$ cat src/rtl/vlsu_seg_splitter.sv
// Splits one unit-stride vector memory request into AXI-legal segments that never cross a page and
// never exceed MAX_BEATS beats. Emits one meta record per segment on a valid/ready interface.
module vlsu_seg_splitter #(
  parameter int unsigned ALEN       = 32,
  parameter int unsigned LEN_W      = 16,
  parameter int unsigned BUS_BYTES  = 16,
  parameter int unsigned MAX_BEATS  = 64,
  parameter int unsigned PAGE_BYTES = 4096
) (
  input  logic                         clk_i,
  input  logic                         rst_i,
  input  logic                         req_valid_i,
  output logic                         req_ready_o,
  input  logic [ALEN-1:0]              req_addr_i,
  input  logic [LEN_W-1:0]             req_len_m1_i,
  input  logic                         req_is_load_i,
  output logic                         meta_valid_o,
  input  logic                         meta_ready_i,
  output logic [ALEN-1:0]              seg_base_addr_o,
  output logic [7:0]                   seg_txn_num_o,
  output logic [$clog2(BUS_BYTES)-1:0] seg_lt_n_o,
  output logic                         seg_is_load_o,
  output logic                         seg_is_final_o,
  output logic                         busy_o
);

  localparam int unsigned OffW  = $clog2(BUS_BYTES);
  localparam int unsigned PageW = $clog2(PAGE_BYTES);
  localparam int unsigned RemW  = LEN_W + 1;
  localparam int unsigned CW    = 32;

  typedef enum logic {StIdle, StSplit} state_e;

  state_e            state_q, state_d;
  logic [ALEN-1:0]   cur_addr_q, cur_addr_d;
  logic [RemW-1:0]   rem_bytes_q, rem_bytes_d;
  logic              is_load_q, is_load_d;

  logic [CW-1:0]     rem_beats, page_beats, seg_beats, seg_bytes;
  logic              is_final;

  always_comb begin
    rem_beats  = (CW'(rem_bytes_q) + CW'(BUS_BYTES - 1)) >> OffW;
    page_beats = (CW'(PAGE_BYTES) - CW'(cur_addr_q[PageW-1:0])) >> OffW;
    seg_beats  = rem_beats;
    if (page_beats < seg_beats) seg_beats = page_beats;
    if (CW'(MAX_BEATS) < seg_beats) seg_beats = CW'(MAX_BEATS);
    seg_bytes  = seg_beats << OffW;
    is_final   = (seg_beats == rem_beats);
  end

  assign req_ready_o     = (state_q == StIdle);
  assign meta_valid_o    = (state_q == StSplit);
  assign busy_o          = (state_q == StSplit);
  assign seg_base_addr_o = cur_addr_q;
  assign seg_txn_num_o   = 8'(seg_beats - CW'(1));
  // (rem_bytes - 1) mod BUS_BYTES only depends on the low offset bits.
  assign seg_lt_n_o      = is_final ? OffW'(rem_bytes_q[OffW-1:0] - OffW'(1)) : '1;
  assign seg_is_load_o   = is_load_q;
  assign seg_is_final_o  = is_final;

  always_comb begin
    state_d     = state_q;
    cur_addr_d  = cur_addr_q;
    rem_bytes_d = rem_bytes_q;
    is_load_d   = is_load_q;
    unique case (state_q)
      StIdle: begin
        if (req_valid_i) begin
          cur_addr_d  = req_addr_i & ~ALEN'(BUS_BYTES - 1);
          rem_bytes_d = RemW'(req_len_m1_i) + RemW'(1);
          is_load_d   = req_is_load_i;
          state_d     = StSplit;
        end
      end
      StSplit: begin
        if (meta_ready_i) begin
          if (is_final) begin
            state_d = StIdle;
          end else begin
            cur_addr_d  = cur_addr_q + ALEN'(seg_bytes);
            rem_bytes_d = rem_bytes_q - RemW'(seg_bytes);
          end
        end
      end
      default: state_d = StIdle;
    endcase
  end

  always_ff @(posedge clk_i) begin
    if (rst_i) begin
      state_q     <= StIdle;
      cur_addr_q  <= '0;
      rem_bytes_q <= '0;
      is_load_q   <= 1'b0;
    end else begin
      state_q     <= state_d;
      cur_addr_q  <= cur_addr_d;
      rem_bytes_q <= rem_bytes_d;
      is_load_q   <= is_load_d;
    end
  end

endmodule

$ cat config.mk
export PLATFORM = sky130hd
export DESIGN_NAME = vlsu_seg_splitter
export DESIGN_NICKNAME = d
export VERILOG_FILES = /design/src/rtl/vlsu_seg_splitter.sv
export SDC_FILE = /design/constraint.sdc
export NUM_CORES = 1
export LEC_CHECK = 0
export CAP_MARGIN = 20
export CORE_MARGIN = 2
export CORE_UTILIZATION = 41
export CTS_CLUSTER_SIZE = 16
export DETAILED_ROUTE_END_ITERATION = 12
export PLACE_DENSITY = 0.78
export SLEW_MARGIN = 20
export SYNTH_ARGS = -nofsm -noshare
export SYNTH_HDL_FRONTEND = slang
export SYNTH_SLANG_ARGS = --single-unit
$ cat constraint.sdc
create_clock -name clk_i -period 15.9 [get_ports clk_i]
set_clock_uncertainty 0.15 [all_clocks]
set_input_delay 1.59 -clock clk_i [delete_from_list [all_inputs] [get_ports clk_i]]
set_output_delay 1.59 -clock clk_i [all_outputs]
set_load 0.02 [all_outputs]
**Run 1: congestion heat map**

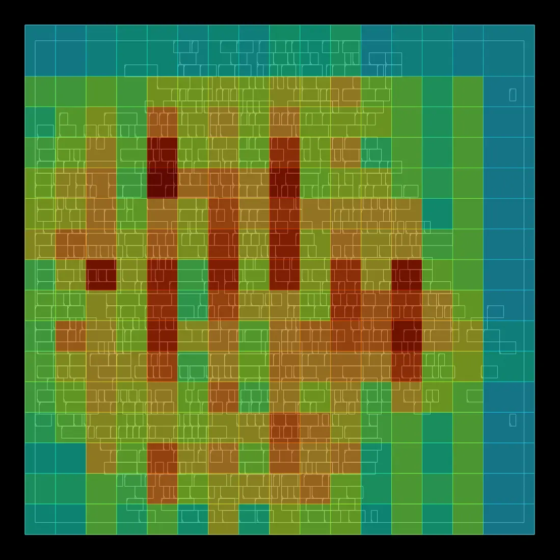
met2 track demand over resource in global routing: 0.354
Core Util, Final: 0.521
met1 demand-to-capacity share in global routing: 0.284
GRT Max-Usage Layer: met2
detailed-route wire length per cell: 15.2 µm

**Run 1: placed cells, one colour a class**

Drawn at 3 px/µm.
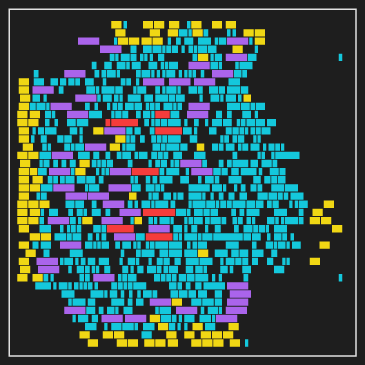
legend:
  purple:
    class: registers
    cells: 47
  red:
    class: clock drivers and dummy loads
    cells: 8
  yellow:
    class: remaining buffers and delay cells
    cells: 98
  cyan:
    class: remaining logic cells
    cells: 607
flop share of the area: 0.151
number of placement rows: 40
final instance area: 6250 µm²

**Run 1: drive-strength map**

Drawn at 3 px/µm.
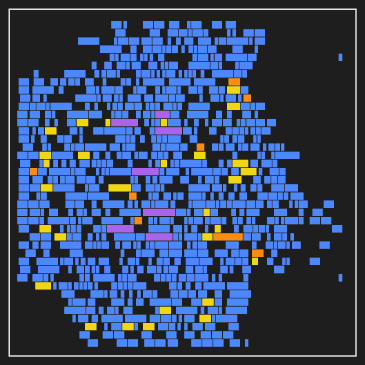
legend:
  orange:
    size: x3 and x4
    cells: 8
    share: 1.1%
    most_used: buf_4
  blue:
    size: x1 and smaller
    cells: 716
    share: 94%
    most_used: clkdlybuf4s50_1
  purple:
    size: x6 and larger
    cells: 7
    share: 0.92%
    most_used: clkbuf_16
  yellow:
    size: x2
    cells: 29
    share: 3.8%
    most_used: o221a_2
Worst Slack Setup Final: 8140 ps
Area growth, synth to finish: 23.6%
Repair and plain buffers: 98

## run 1: flip-flops by register name, summed over array words and instances, names as in the netlist
name,count
seg_base_addr_o,28
rem_bytes_q,17
busy_o,1
seg_is_load_o,1
## run 1: critical path, delay by kind of cell (launching register included)
kind / cells / cell delay (ps)
and+or+nand+nor: 8 / 2590
AOI/OAI and AO/OA: 10 / 2520
adders and majority gates: 4 / 1160
DFF: 1 / 460
xor gates and xnor gates: 1 / 200
buffers and inverters: 5 / 610
## run 1: cells by family after synthesis
family          count (synthesis)
simple gates                  252
other cells                     2
buf+inv                        66
compound gates                192
xor+xnor                       51
mux                            21
fa+ha+maj                      41
flops                          47
## run 1: power by group
part,switching (W),internal (W),leakage (nW)
clock network,0.0000470,0.0000783,0.0868
registers,0.0000290,0.000135,0.388
logic,0.000335,0.000260,1.96
==> run_summary.xml, run 1 <==
<?xml version="1.0" encoding="UTF-8"?>
<metrics>
  <group name="placed_design">
    <metric name="place.detailed.instances" unit="">899</metric>
    <metric name="gp_routability_congestion" unit="">0.954</metric>
    <metric name="post-place-ws" unit="ps">8310</metric>
    <metric name="port-buffer-count" unit="">93</metric>
  </group>
  <group name="job">
    <metric name="warning_count" unit="">31</metric>
    <metric name="drv.max_cap_violation_count" unit="">0</metric>
  </group>
  <group name="worst_setup_path">
    <metric name="cp-endpoint" unit="">seg_base_addr_o[26]$_SDFFE_PP0P_</metric>
    <metric name="worst_r2r_startpoint" unit="">rem_bytes_q[0]$_SDFFE_PP0P_</metric>
    <metric name="timing.critical_path.mode_cell" unit="">sky130_fd_sc_hd__inv_1</metric>
    <metric name="critical_path.endpoint_type" unit="">flop</metric>
    <metric name="cp_max_fo" unit="">11</metric>
    <metric name="critical_path.reg2reg.endpoint" unit="">seg_base_addr_o[26]$_SDFFE_PP0P_</metric>
    <metric name="timing.reg2reg.setup_slack" unit="ps">8140</metric>
    <metric name="worst_ep_required_time" unit="ps">15970</metric>
    <metric name="setup.worst_path.class" unit="">flop to flop</metric>
    <metric name="start_kind" unit="">flop</metric>
    <metric name="critPathSlowestCell" unit="">sky130_fd_sc_hd__nor3b_1</metric>
    <metric name="critPathArrivalTime" unit="ps">7830</metric>
    <metric name="setup.worst_path.start" unit="">rem_bytes_q[0]$_SDFFE_PP0P_</metric>
    <metric name="worstRegToRegCells" unit="">28</metric>
    <metric name="max_stage_delay" unit="ps">920</metric>
  </group>
  <group name="timing">
    <metric name="max_clock_freq" unit="MHz">129</metric>
    <metric name="post-route-period-util" unit="">0.488</metric>
    <metric name="period_needed" unit="ps">7760</metric>
    <metric name="rsz_0062_raised_after_global_routing" unit="">false</metric>
    <metric name="timing_worst_slew_pin_value" unit="ps">1080</metric>
    <metric name="timing.final.setup_violations" unit="">0</metric>
    <metric name="hold-worst-slack" unit="ps">307</metric>
    <metric name="final_slew_violations" unit="">0</metric>
    <metric name="maxSlewHeadroom" unit="">0.278</metric>
    <metric name="finalHoldViolCount" unit="">0</metric>
  </group>
  <group name="synthesis">
    <metric name="ff_type" unit="">sky130_fd_sc_hd__dfxtp_1</metric>
    <metric name="async_flop_share" unit="">0</metric>
    <metric name="syn-instance-count" unit="">672</metric>
    <metric name="synth.area.top_cells" unit="">sky130_fd_sc_hd__dfxtp_1 (19%), sky130_fd_sc_hd__ha_1 (9.6%), sky130_fd_sc_hd__xnor2_1 (6.1%), sky130_fd_sc_hd__a21oi_1 (5.3%), sky130_fd_sc_hd__nor2_1 (4.8%)</metric>
    <metric name="adder_share" unit="">0.104</metric>
    <metric name="logic_family" unit="">AND-OR/OR-AND gates</metric>
    <metric name="yosys_warnings" unit="">0</metric>
    <metric name="mux_area_frac" unit="">0.0430</metric>
    <metric name="post_synth_most_frequent_cells" unit="">sky130_fd_sc_hd__nor2_1 (65), sky130_fd_sc_hd__nand2_1 (64), sky130_fd_sc_hd__a21oi_1 (54)</metric>
    <metric name="ys_ff" unit="">47</metric>
    <metric name="yosys-stat-area" unit="µm²">5060</metric>
    <metric name="synth_stat.cells" unit="">672</metric>
    <metric name="post_synth_and_or_nand_nor_area_fraction" unit="">0.246</metric>
    <metric name="post_synthesis_cell_area" unit="µm²">5060</metric>
    <metric name="top_area_frac" unit="">0.186</metric>
    <metric name="synth-xor-area-share" unit="">0.0910</metric>
    <metric name="enable_flop_cells" unit="">0</metric>
    <metric name="avgSynthCellArea" unit="µm²">7.53</metric>
    <metric name="yosys.cell_count.top_type" unit="">sky130_fd_sc_hd__nor2_1</metric>
    <metric name="ys_sh_aoi" unit="">0.266</metric>
    <metric name="sequential_to_total_area_share_from_yosys_stat" unit="">0.186</metric>
    <metric name="synth_top_cell_by_area" unit="">sky130_fd_sc_hd__dfxtp_1</metric>
  </group>
  <group name="finish">
    <metric name="layout.cells.most_common_list" unit="">sky130_fd_sc_hd__clkdlybuf4s50_1 (93), sky130_fd_sc_hd__nor2_1 (65), sky130_fd_sc_hd__nand2_1 (64), sky130_fd_sc_hd__a21oi_1 (54), sky130_fd_sc_hd__dfxtp_1 (46)</metric>
    <metric name="layout.area.seq" unit="µm²">942</metric>
    <metric name="nMultiInputCombCells" unit="">573</metric>
    <metric name="comb_area_frac" unit="">0.617</metric>
    <metric name="non_filler_instance_count_after_layout" unit="">907</metric>
    <metric name="inverters" unit="">34</metric>
    <metric name="nets_finish" unit="">853</metric>
    <metric name="numSequentialCells" unit="">47</metric>
    <metric name="fillerInstances" unit="">1173</metric>
    <metric name="n_clock_buffer" unit="">6</metric>
    <metric name="insertedDiodeCount" unit="">0</metric>
    <metric name="layout_top_cell" unit="">sky130_fd_sc_hd__clkdlybuf4s50_1</metric>
    <metric name="post_route_cells_drive_above_1_share" unit="">0.0579</metric>
    <metric name="biggestCellCategory" unit="">logic gates</metric>
    <metric name="layout.clock.cell_area_share" unit="">0.0278</metric>
  </group>
  <group name="drt">
    <metric name="routed_wl" unit="µm">13700</metric>
    <metric name="top_layer_reached_by_signal_wires" unit="">met4</metric>
    <metric name="routed_wire_length_on_met3" unit="µm">1030</metric>
    <metric name="route.detailed.vias_per_inst" unit="">5.73</metric>
    <metric name="wirelength_met1" unit="µm">6160</metric>
    <metric name="detail-route-antenna-nets" unit="">0</metric>
    <metric name="drt_first_pass_iters" unit="">5</metric>
    <metric name="detailedRoute.firstIterationViolations" unit="">293</metric>
    <metric name="routed_wire_length_on_met2" unit="µm">6360</metric>
    <metric name="post_route_drc" unit="">0</metric>
    <metric name="num_vias" unit="">5199</metric>
  </group>
  <group name="floorplan">
    <metric name="placeable_core_area" unit="µm²">12000</metric>
    <metric name="tapCellCount" unit="">147</metric>
    <metric name="initial_utilization" unit="">0.421</metric>
    <metric name="die_h" unit="µm">115</metric>
    <metric name="fp.dieArea" unit="µm²">13200</metric>
    <metric name="top_level_ports" unit="">102</metric>
    <metric name="die_width" unit="µm">115</metric>
  </group>
  <group name="power">
    <metric name="power_per_cell_area" unit="nW/µm²">142</metric>
    <metric name="vdd.ir_drop.worst" unit="V">0.0000608</metric>
    <metric name="tot_pwr" unit="W">0.000885</metric>
    <metric name="leakage_power" unit="nW">2.44</metric>
  </group>
  <group name="grt">
    <metric name="grt_pass1_vias" unit="">4775</metric>
    <metric name="wire_length_of_the_first_global_routing_pass" unit="µm">22900</metric>
    <metric name="grt_antenna_before_repair" unit="">0</metric>
    <metric name="grt_use_total" unit="">0.211</metric>
    <metric name="grt_max_degree" unit="">66</metric>
    <metric name="grt.met3_usage" unit="">0.0353</metric>
    <metric name="aggregate_global_routing_overflow" unit="">0</metric>
  </group>
  <group name="min_path">
    <metric name="hold_start" unit="">seg_is_load_o$_SDFFE_PP0P_</metric>
    <metric name="hold_path_depth" unit="">2</metric>
    <metric name="hold_end" unit="">seg_is_load_o$_SDFFE_PP0P_</metric>
    <metric name="timing.hold.worst.class" unit="">flop to flop</metric>
  </group>
  <group name="clock_tree">
    <metric name="clk_path_buf_depth" unit="">2</metric>
    <metric name="tritoncts.num_buffers" unit="">5</metric>
    <metric name="ctsHtreeMaxLevel" unit="">2</metric>
    <metric name="post_cts_hold_buffer_count" unit="">0</metric>
    <metric name="post-cts-setup-buffers" unit="">0</metric>
    <metric name="cts.clk_slew.worst_paths" unit="ps">70</metric>
    <metric name="clock_tree_from_tritoncts" unit="">built</metric>
    <metric name="cts.repair.resized" unit="">0</metric>
    <metric name="clock_tree_root_driver_cell" unit="">sky130_fd_sc_hd__clkbuf_16</metric>
    <metric name="worst_skew_pair.late_latency" unit="ps">290</metric>
    <metric name="sinks_on_the_clock_net" unit="">47</metric>
  </group>
  <group name="status">
    <metric name="run_status" unit="">complete, no violations</metric>
  </group>
</metrics>
==> run 2, diff against run 1 <==
- clock period: 15.9 -> 7.72 ns (I/O delays scaled with it)
**Run 2: zoomed window**

Region (16, 74) to (41, 99) µm. Cells in grey, sequential cells in the stronger grey; small squares are vias.
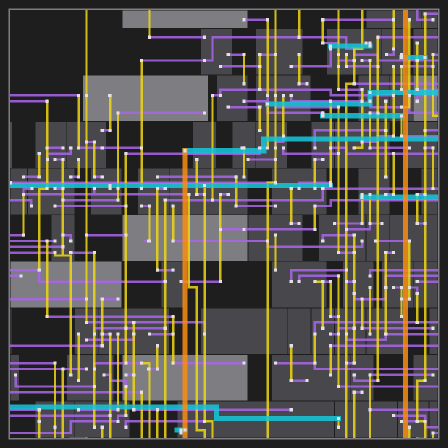
legend:
  cyan:
    layer: M3
  purple:
    layer: M1
  orange:
    layer: M4
  yellow:
    layer: M2
cells with their middle in the window: 52
most frequent: a21oi_1 (5)
sequential cells in the window: 4
netlist names of flops here include: `seg_base_addr_o` (3), `rem_bytes_q` (1)

==> run 2 against run 1 <==
Design area barely moved. Sequential share of layout area hardly changed. Register-to-register slack worse by 7400 ps. Largest cell class unchanged. Fmax up 11%. Highest routed layer unchanged. Utilization about the same. Total power grew 100%. Count of clock-buffer cells in the layout up 1. Combinational power grew 110%. Sequential cell count did not move.
==> run_summary.xml, run 2 <==
<?xml version="1.0" encoding="UTF-8"?>
<metrics>
  <group name="drt">
    <metric name="detailedRoute.firstIterationViolations" unit="">272</metric>
    <metric name="routed_wl" unit="µm">13800</metric>
    <metric name="post_route_drc" unit="">0</metric>
    <metric name="num_vias" unit="">5206</metric>
    <metric name="top_layer_reached_by_signal_wires" unit="">met4</metric>
    <metric name="route.detailed.vias_per_inst" unit="">5.73</metric>
    <metric name="routed_wire_length_on_met2" unit="µm">6260</metric>
    <metric name="drt-wirelength-per-cell" unit="µm">15.2</metric>
    <metric name="wirelength_met1" unit="µm">6390</metric>
    <metric name="drt_first_pass_iters" unit="">5</metric>
    <metric name="routed_wire_length_on_met3" unit="µm">867</metric>
  </group>
  <group name="power">
    <metric name="power_per_cell_area" unit="nW/µm²">288</metric>
    <metric name="leakage_power" unit="nW">2.44</metric>
    <metric name="vdd.ir_drop.worst" unit="V">0.000152</metric>
  </group>
  <group name="worst_setup_path">
    <metric name="worst_ep_required_time" unit="ps">7760</metric>
    <metric name="worst_r2r_startpoint" unit="">rem_bytes_q[0]$_SDFFE_PP0P_</metric>
    <metric name="setup.worst_path.start" unit="">rem_bytes_q[0]$_SDFFE_PP0P_</metric>
    <metric name="max_stage_delay" unit="ps">590</metric>
    <metric name="worstRegToRegCells" unit="">29</metric>
    <metric name="start_kind" unit="">flop</metric>
    <metric name="timing.critical_path.mode_cell" unit="">sky130_fd_sc_hd__inv_1</metric>
    <metric name="critPathArrivalTime" unit="ps">7040</metric>
  </group>
  <group name="clock_tree">
    <metric name="post-cts-setup-buffers" unit="">0</metric>
    <metric name="clk_path_buf_depth" unit="">2</metric>
    <metric name="sinks_on_the_clock_net" unit="">47</metric>
    <metric name="worst_skew_pair.late_latency" unit="ps">290</metric>
    <metric name="clock_tree_root_driver_cell" unit="">sky130_fd_sc_hd__clkbuf_16</metric>
    <metric name="cts.clk_slew.worst_paths" unit="ps">70</metric>
    <metric name="ctsHtreeMaxLevel" unit="">2</metric>
  </group>
  <group name="timing">
    <metric name="postLayoutSetupSlackWorst" unit="ps">716</metric>
    <metric name="timing.final.setup_violations" unit="">0</metric>
    <metric name="post-route-period-util" unit="">0.907</metric>
    <metric name="rsz_0062_raised_after_global_routing" unit="">false</metric>
    <metric name="maxSlewHeadroom" unit="">0.397</metric>
    <metric name="finalHoldViolCount" unit="">0</metric>
    <metric name="timing_worst_slew_pin_value" unit="ps">903</metric>
  </group>
  <group name="synthesis">
    <metric name="async_flop_share" unit="">0</metric>
    <metric name="post_synthesis_cell_area" unit="µm²">5060</metric>
    <metric name="top_area_frac" unit="">0.186</metric>
    <metric name="synth.area.top_cells" unit="">sky130_fd_sc_hd__dfxtp_1 (19%), sky130_fd_sc_hd__ha_1 (9.6%), sky130_fd_sc_hd__xnor2_1 (6.1%), sky130_fd_sc_hd__a21oi_1 (5.3%), sky130_fd_sc_hd__nor2_1 (4.8%)</metric>
    <metric name="mux_area_frac" unit="">0.0430</metric>
    <metric name="ys_ff" unit="">47</metric>
    <metric name="yosys-stat-area" unit="µm²">5060</metric>
    <metric name="synth_top_cell_by_area" unit="">sky130_fd_sc_hd__dfxtp_1</metric>
    <metric name="post_synth_most_frequent_cells" unit="">sky130_fd_sc_hd__nor2_1 (65), sky130_fd_sc_hd__nand2_1 (64), sky130_fd_sc_hd__a21oi_1 (54)</metric>
    <metric name="ys_sh_aoi" unit="">0.266</metric>
    <metric name="synth_stat.cells" unit="">672</metric>
    <metric name="synth-xor-area-share" unit="">0.0910</metric>
    <metric name="enable_flop_cells" unit="">0</metric>
    <metric name="ff_type" unit="">sky130_fd_sc_hd__dfxtp_1</metric>
    <metric name="yosys_warnings" unit="">0</metric>
    <metric name="yosys.cell_count.top_type" unit="">sky130_fd_sc_hd__nor2_1</metric>
  </group>
  <group name="finish">
    <metric name="layout-area-overhead-vs-synth" unit="%">23.6</metric>
    <metric name="fillerInstances" unit="">1153</metric>
    <metric name="comb_area_frac" unit="">0.617</metric>
    <metric name="layout_top_cell" unit="">sky130_fd_sc_hd__clkdlybuf4s50_1</metric>
    <metric name="largest_reg_flops" unit="">28</metric>
    <metric name="numSequentialCells" unit="">47</metric>
    <metric name="n_clock_buffer" unit="">7</metric>
    <metric name="nMultiInputCombCells" unit="">573</metric>
    <metric name="layout.area.seq" unit="µm²">942</metric>
  </group>
  <group name="job">
    <metric name="warning_count" unit="">31</metric>
    <metric name="drv.max_cap_violation_count" unit="">0</metric>
  </group>
  <group name="grt">
    <metric name="grtUsageMet2" unit="">0.338</metric>
    <metric name="grt_antenna_before_repair" unit="">0</metric>
    <metric name="met1_usage" unit="">0.289</metric>
    <metric name="aggregate_global_routing_overflow" unit="">0</metric>
    <metric name="globalRoute.busiestLayer" unit="">met2</metric>
    <metric name="grt.met3_usage" unit="">0.0316</metric>
    <metric name="grt_pass1_vias" unit="">4709</metric>
  </group>
  <group name="min_path">
    <metric name="hold_path_depth" unit="">2</metric>
    <metric name="hold_end" unit="">seg_is_load_o$_SDFFE_PP0P_</metric>
  </group>
  <group name="status">
    <metric name="run_status" unit="">complete, no violations</metric>
  </group>
  <group name="floorplan">
    <metric name="initial_utilization" unit="">0.421</metric>
    <metric name="tapCellCount" unit="">147</metric>
    <metric name="top_level_ports" unit="">102</metric>
    <metric name="fp.dieArea" unit="µm²">13200</metric>
  </group>
  <group name="placed_design">
    <metric name="gp_routability_congestion" unit="">0.932</metric>
    <metric name="port-buffer-count" unit="">93</metric>
  </group>
</metrics>
**Run 2: placed cells, one colour a class**

Drawn at 3 px/µm.
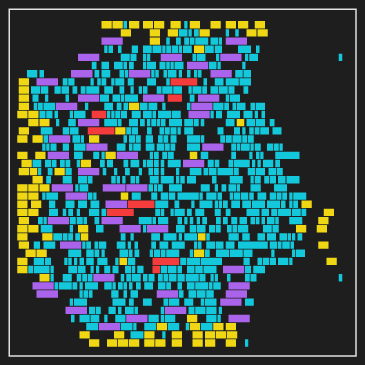
placeable core area: 12,000 µm²
flop share of the area: 0.151
Core Util, Final: 0.521
final instance area: 6250 µm²

[run 2: cell counts after synthesis]
No cell type changed its count.
[run 2: report_power, final]
part	internal, W	switching (W)
Combinational	0.000538	0.000688
Clock	0.000138	0.0000978
Sequential	0.000279	0.0000603
Total	0.000955	0.000846
[run 2: per-stage QoR]
step           power [W]  hold WS [ps]  instance area [µm²]
3_3_place_gp     0.00154           295                 6090
4_1_cts          0.00179           310                 6250
6_report         0.00180           305                 6250
5_1_grt          0.00194           346                 6250
2_1_floorplan    0.00120           320                 5110
3_5_place_dp     0.00155           300                 6090
[run 2: worst max-delay path, delay by kind of cell (launching register included)]
kind            cells  cell delay, ps
compound gates     10            2420
xor+xnor            1             240
fa+ha+maj           4             990
buf+inv             6             860
flops               1             380
simple gates        8            1870
Power is estimated from default activity; no workload was simulated.
